==> images/util_map.png <==
7 x 7 tiles, from white (low) to dark blue (high), 0 to 100% covered.
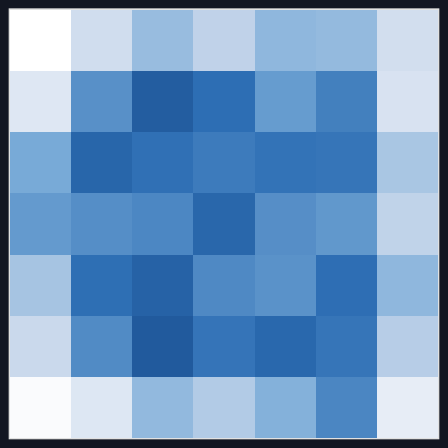
==> images/congestion_map.png <==
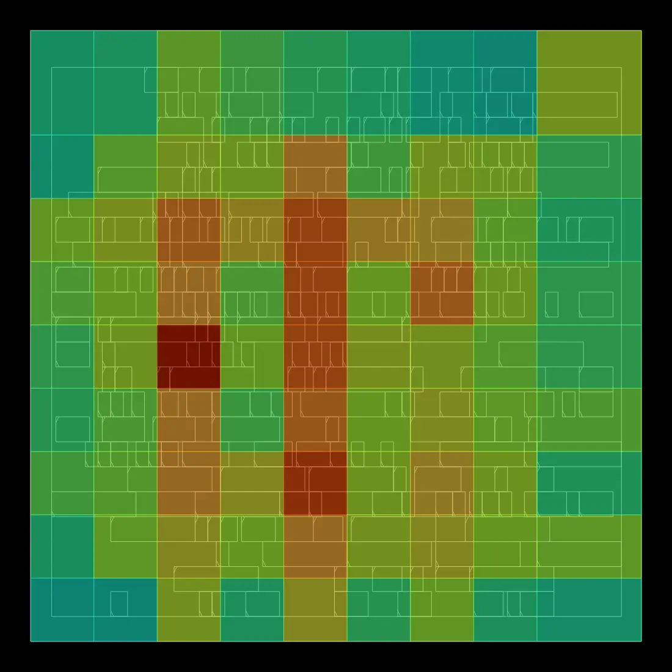
==> images/m2.png <==
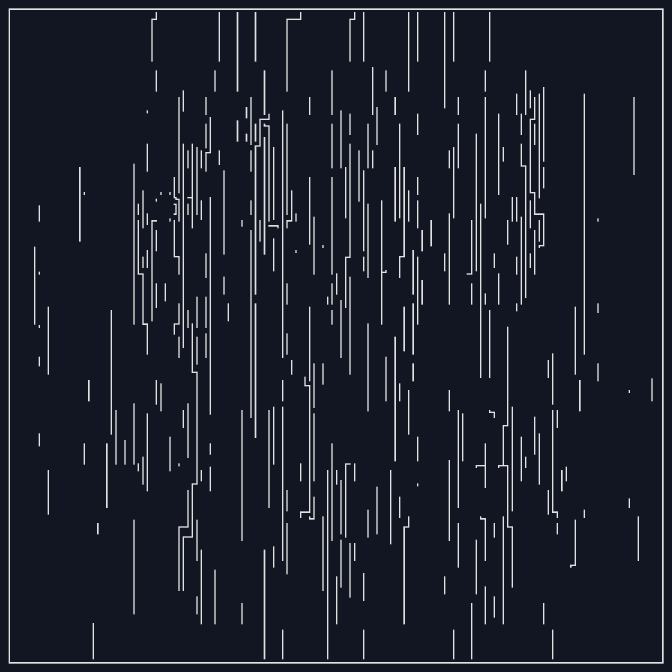
==> images/layers.png <==
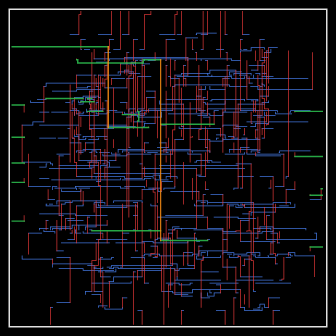
## src/rtl/adder_pkg.sv

```systemverilog
// Shared adder definitions: FSM state type and default operand width.
package adder_pkg;

  localparam int unsigned DEFAULT_WIDTH = 8;

  typedef enum logic [1:0] {
    IDLE = 2'd0,
    RUN  = 2'd1,
    DONE = 2'd2
  } state_e;

endpackage : adder_pkg

```

## src/rtl/full_adder.sv

```systemverilog
// Existing one-bit full adder cell, used as the bit-slice of the serial adder.
module full_adder (
  input  logic a,
  input  logic b,
  input  logic cin,
  output logic sum,
  output logic cout
);

  assign sum  = a ^ b ^ cin;
  assign cout = (a & b) | (a & cin) | (b & cin);

endmodule : full_adder

```

## src/rtl/serial_adder.sv

```systemverilog
// Bit-serial WIDTH-bit adder: one full_adder slice, registered carry,
// LSB-first over WIDTH cycles, with a start/busy/done handshake.
module serial_adder
  import adder_pkg::*;
#(
  parameter int unsigned WIDTH = DEFAULT_WIDTH
) (
  input  logic             clk,
  input  logic             rst_n,
  input  logic             start,
  input  logic [WIDTH-1:0] a,
  input  logic [WIDTH-1:0] b,
  input  logic             cin,
  output logic             busy,
  output logic             done,
  output logic [WIDTH-1:0] sum,
  output logic             cout
);

  localparam int unsigned CW = $clog2(WIDTH);
  localparam logic [CW-1:0] LAST = CW'(WIDTH - 1);

  state_e           state_q, state_d;
  logic [WIDTH-1:0] sa_q, sa_d;
  logic [WIDTH-1:0] sb_q, sb_d;
  logic [WIDTH-1:0] res_q, res_d;
  logic             carry_q, carry_d;
  logic [CW-1:0]    count_q, count_d;
  logic [WIDTH-1:0] sum_q, sum_d;
  logic             cout_q, cout_d;

  logic fa_sum;
  logic fa_cout;

  full_adder u_fa (
    .a    (sa_q[0]),
    .b    (sb_q[0]),
    .cin  (carry_q),
    .sum  (fa_sum),
    .cout (fa_cout)
  );

  // Next-state, datapath shifting and result publication.
  always_comb begin
    state_d = state_q;
    sa_d    = sa_q;
    sb_d    = sb_q;
    res_d   = res_q;
    carry_d = carry_q;
    count_d = count_q;
    sum_d   = sum_q;
    cout_d  = cout_q;
    case (state_q)
      IDLE, DONE: begin
        if (start) begin
          state_d = RUN;
          sa_d    = a;
          sb_d    = b;
          carry_d = cin;
          count_d = '0;
        end else begin
          state_d = IDLE;
        end
      end
      RUN: begin
        carry_d = fa_cout;
        res_d   = {fa_sum, res_q[WIDTH-1:1]};
        sa_d    = sa_q >> 1;
        sb_d    = sb_q >> 1;
        // count holds the index of the bit being added this edge; the
        // last bit completes the result and count stays at WIDTH-1.
        if (count_q == LAST) begin
          state_d = DONE;
          sum_d   = {fa_sum, res_q[WIDTH-1:1]};
          cout_d  = fa_cout;
        end else begin
          count_d = count_q + CW'(1);
        end
      end
      default: state_d = IDLE;
    endcase
  end

  // State and datapath registers with asynchronous clear.
  always_ff @(posedge clk or negedge rst_n) begin
    if (!rst_n) begin
      state_q <= IDLE;
      sa_q    <= '0;
      sb_q    <= '0;
      res_q   <= '0;
      carry_q <= 1'b0;
      count_q <= '0;
      sum_q   <= '0;
      cout_q  <= 1'b0;
    end else begin
      state_q <= state_d;
      sa_q    <= sa_d;
      sb_q    <= sb_d;
      res_q   <= res_d;
      carry_q <= carry_d;
      count_q <= count_d;
      sum_q   <= sum_d;
      cout_q  <= cout_d;
    end
  end

  assign busy = (state_q == RUN);
  assign done = (state_q == DONE);
  assign sum  = sum_q;
  assign cout = cout_q;

endmodule : serial_adder

```

## config.mk

```make
export PLATFORM = sky130hd
export DESIGN_NAME = serial_adder
export DESIGN_NICKNAME = d
export VERILOG_FILES = /design/src/rtl/adder_pkg.sv /design/src/rtl/full_adder.sv /design/src/rtl/serial_adder.sv
export SDC_FILE = /design/constraint.sdc
export NUM_CORES = 1
export LEC_CHECK = 0
export ABC_AREA = 1
export CAP_MARGIN = 10
export CORE_MARGIN = 2
export CORE_UTILIZATION = 50
export CTS_BUF_LIST = sky130_fd_sc_hd__clkbuf_4 sky130_fd_sc_hd__clkbuf_8
export CTS_CLUSTER_DIAMETER = 150
export DETAILED_ROUTE_END_ITERATION = 10
export HOLD_SLACK_MARGIN = 0.03
export PLACE_DENSITY = 0.71
export SYNTH_ARGS = -nofsm -noshare
export SYNTH_HDL_FRONTEND = slang
export SYNTH_SLANG_ARGS = --single-unit
```

## constraint.sdc

```tcl
create_clock -name clk -period 3.55 [get_ports clk]
set_input_delay 0.71 -clock clk [delete_from_list [all_inputs] [get_ports clk]]
set_output_delay 0.71 -clock clk [all_outputs]
set_load 0.01 [all_outputs]
```

==> flow report <==
CRITICAL PATH
-------------------------------------------------------------------------------------
Largest fanout on the critical path                                                11
Startpoint-to-endpoint class of the critical path                        flip-flop to primary output
Critical Path Source                                                       state_q[0]
Critical path launch point type                                             flip-flop
Start of the worst register-to-register path                               state_q[0]
Worst EP required                                                             2.84 ns
Critical path capture point type                                         primary output
Flop2flop setup slack                                                         1.99 ns
Combined buffer and inverter count along the critical path                          2
Setup crit end                                                                   done
Crit Reg-Reg Endpoint                                                         sa_q[5]
CP cell instances                                                        buf_4, nor2_1, clkdlybuf4s50_1
Number of cells on the critical path                                                3
Number of cells on the worst reg-to-reg path                                        6
Kind of cell adding the most delay to the critical path                  buffers and inverters
Largest stage delay, worst path                                               0.54 ns
Slowest cell on the critical path                                        clkdlybuf4s50_1
CP arrival                                                                    1.71 ns

LOGIC SYNTHESIS
-------------------------------------------------------------------------------------
Synthesized-area fraction occupied by and/or/nand/nor cells                     0.293
Sequential fraction of the synthesis area                                       0.486
Number of nets at floorplan                                                       246
Top cells by area in the synthesized netlist                             dfrtp_1 (49%), nand2_1 (13%), inv_1 (7.9%), nand3_1 (6.9%), o21ai_2 (3.6%)
Area leader share                                                               0.486
AND-OR/OR-AND share of the synthesized area                                    0.0588
Cell with the most instances after synthesis                                  nand2_1
Synth Register Bits                                                                38
Syn Inst Count                                                                    223
Main flop type                                                                dfrtp_1
XOR Share, Synth                                                                    0
Yosys cell count                                                                  223
Synthesized chip area reported by yosys                                      1960 µm²
Distinct cell type count after synthesis                                           19
Post-synth EDFFs                                                                    0
Mux contribution to synthesized area                                                0
Post-synthesis cell area                                                     1960 µm²
Cell type with the highest aggregate area in the netlist                      dfrtp_1
Fraction of registers with async set/reset                                       1.00
Warnings from Yosys                                                                 0
Adder and majority gate portion of the synthesized area                        0.0230
Most used standard cells in the synthesized netlist                      nand2_1 (66), inv_1 (41), dfrtp_1 (38)
Largest combinational cell category by area                              simple AND/OR/NAND/NOR gates
Mean Syn Cell Area                                                           8.78 µm²

FINAL TIMING
-------------------------------------------------------------------------------------
Final Hold Viols                                                                    0
Setup repair after global routing missed its margin                                no
Setup tns final                                                                  0 ns
Part of the cycle the worst path needs                                          0.681
Max_slew headroom                                                               0.458
Actual transition at the worst max-transition pin                            0.813 ns
Final critical-path required period                                           2.42 ns
Maximum clock skew at final layout                                         0.00676 ns
Top achievable clock speed                                                  0.414 GHz
Count of pins over their slew limit                                                 0
Final worst-path setup slack                                                  1.13 ns
Count of final setup violators                                                      0

CTS
-------------------------------------------------------------------------------------
Buffer count from post-CTS setup fixing                                             0
Sink Count                                                                         38
Number of hold buffers added after cts                                              0
H-tree level count                                                                  2
Clock tree from TritonCTS                                                        done
Clock insertion delay at the later pin of the skew report                     0.29 ns
Register clock-pin slew on the reported worst setup and hold paths            0.07 ns
Number of buffers inserted during clock tree synthesis                              5
Maximum buffer depth of the clock tree                                              2
Number of gates given a new drive strength after cts                                0
Clk root buf                                                                 clkbuf_8

FINAL LAYOUT
-------------------------------------------------------------------------------------
Area of combinational cells with multiple inputs                              734 µm²
CLK BUF                                                                             7
NumNets Final                                                                     275
Final cell count without fillers                                                  301
Number of signal-net inverters in the final layout                                 44
Flop area                                                                     951 µm²
Flop count                                                                         38
Number of logic gates                                                             132
Antenna cells                                                                       0
Fraction of layout cells with a size suffix above 1                             0.150
Multi-input gate share of total cell area                                       0.317
Repair and plain buffers                                                           31
Area growth from synthesis to layout                                            18.3%
Register fraction of the total cell area                                        0.411
Number of fillers in the final layout                                             345
Final clock-cell share                                                         0.0411
Largest cell class by area                                               flip-flops and latches
Non-clock buffering overhead                                                    0.131

ROUTE
-------------------------------------------------------------------------------------
Initial DRT Pass Iterations                                                         4
Vias per inst                                                                    4.65
Count of routing violations after the opening detailed-route iteration             61
DRC viols                                                                           0
Final ANT Viol Nets                                                                 0

PLACE
-------------------------------------------------------------------------------------
Routability congestion estimate from global placement                           0.755
Estimated wirelength of the detail-placed design                              2140 µm
Worst slack at placement                                                      1.44 ns
Placed cells                                                                      293
Input/output buffers                                                               30

POWER AND IR DROP
-------------------------------------------------------------------------------------
Power per unit of standard cell area                                       852 nW/µm²
Leakage power summed over all cells                                        0.00122 µW
Largest vdd supply drop                                                      0.364 mV

STATUS
-------------------------------------------------------------------------------------
Run status                                                               finished clean

FLOW RUN
-------------------------------------------------------------------------------------
Max-cap violation count                                                             0
Stage-log warning count                                                            26

DIE
-------------------------------------------------------------------------------------
# IOs                                                                              31
Standard-cell row count                                                            22
Tap cell instance count                                                            48
Overall die height                                                            66.6 µm
Floorplan die width                                                           66.6 µm
Chip area                                                                    4430 µm²

GLOBAL ROUTE
-------------------------------------------------------------------------------------
Vias in the first global route                                                   1257
Grt total ovfl                                                                      0
Largest net degree at the start of global routing                                  39
Wire length of the first global-routing pass                                  5570 µm
Number of antenna violations at the first check in global routing                   0

MIN PATH
-------------------------------------------------------------------------------------
Worst hold path startpoint                                                   res_q[1]
Worst hold path type                                                     flip-flop to flip-flop

Notes on util_map.png above:
fullest tile: 83%
mean over tiles: 51%
densest ninth of the die: center
nearly empty tiles: 2.0%
tiles over 75% full: 14%
core area: 3720 µm²
fraction of the core area occupied by cells at floorplan: 0.527
post-layout util: 0.623

Notes on congestion_map.png above:
met3 Resource Use GR: 0.0625
Global Route met1 Usage: 0.216

Notes on m2.png above:
nets with wire on the layer: 204
main direction: vertical
longest straight run: 26.5 µm

Notes on layers.png above:
legend:
  orange:
    layer: M4
    wire_length: 55.1 µm
  red:
    layer: M2
    wire_length: 1470 µm
  green:
    layer: M3
    wire_length: 133 µm
  blue:
    layer: M1
    wire_length: 1550 µm
detailed-route wire length: 3200 µm
detailed-route wire length per cell: 10.6 µm
overall via count from detail_route: 1401
all-layer global routing usage: 0.167

## report_power, final
part	internal, µW	switching (µW)	leakage [µW]	total [µW]
Sequential	635	117	0.000475	752
Clock	164	147	0.0000517	312
Combinational	378	533	0.000698	910
Total	1180	797	0.00122	1970
## layer usage
layer / wire (µm) / global-route usage
met1: 1550 / 0.216
met2: 1470 / 0.254
met3: 132 / 0.0625
met4: 55 / 0.0663
met5: 0 / 0
## registers in the layout (all words and copies together), names as in the netlist
signal	flops
cout	1
res_q	7
sb_q	8
state_q	2
sa_q	8
sum	8
count_q	3
carry_q	1
## worst min-delay path, delay by kind of cell (launching register included)
kind | cells | cell delay [ns]
flops | 1 | 0.34
simple gates | 2 | 0.11
## through the flow
stage / hold WS (ns) / area [µm²] / total power [µW]
5_1_grt: 0.495 / 2320 / 2170
3_5_place_dp: 0.462 / 2220 / 1680
6_report: 0.474 / 2320 / 1970
2_1_floorplan: 0.414 / 1960 / 1510
3_3_place_gp: 0.453 / 2220 / 1670
4_1_cts: 0.479 / 2320 / 2000
## worst min-delay path by stage
stage / cells past startpoint / endpoint / slack, ns
2_1_floorplan: 0 / carry_q / 0.41
4_1_cts: 2 / sum[0] / 0.48
5_1_grt: 2 / sum[0] / 0.50
3_5_place_dp: 2 / sum[0] / 0.46
3_3_place_gp: 2 / sum[0] / 0.45
6_report: 2 / sum[0] / 0.47
## placed cells by master, fill, tap and decap left out
cell / n
nand2_4: 1
dfrtp_1: 38
nand3_2: 6
nand2_8: 3
buf_4: 1
clkdlybuf4s50_1: 29
nand3b_1: 1
o21ai_2: 8
clkinv_2: 1
clkbuf_8: 6
fa_1: 1
clkbuf_4: 1
nand2_2: 6
inv_1: 41
ha_1: 2
buf_2: 1
o21ai_0: 9
inv_4: 3
nand2_1: 66
nand3_1: 27
nor2_4: 1
nor2_1: 1
Power figures rest on the tool's default switching activity, not on a simulated workload.
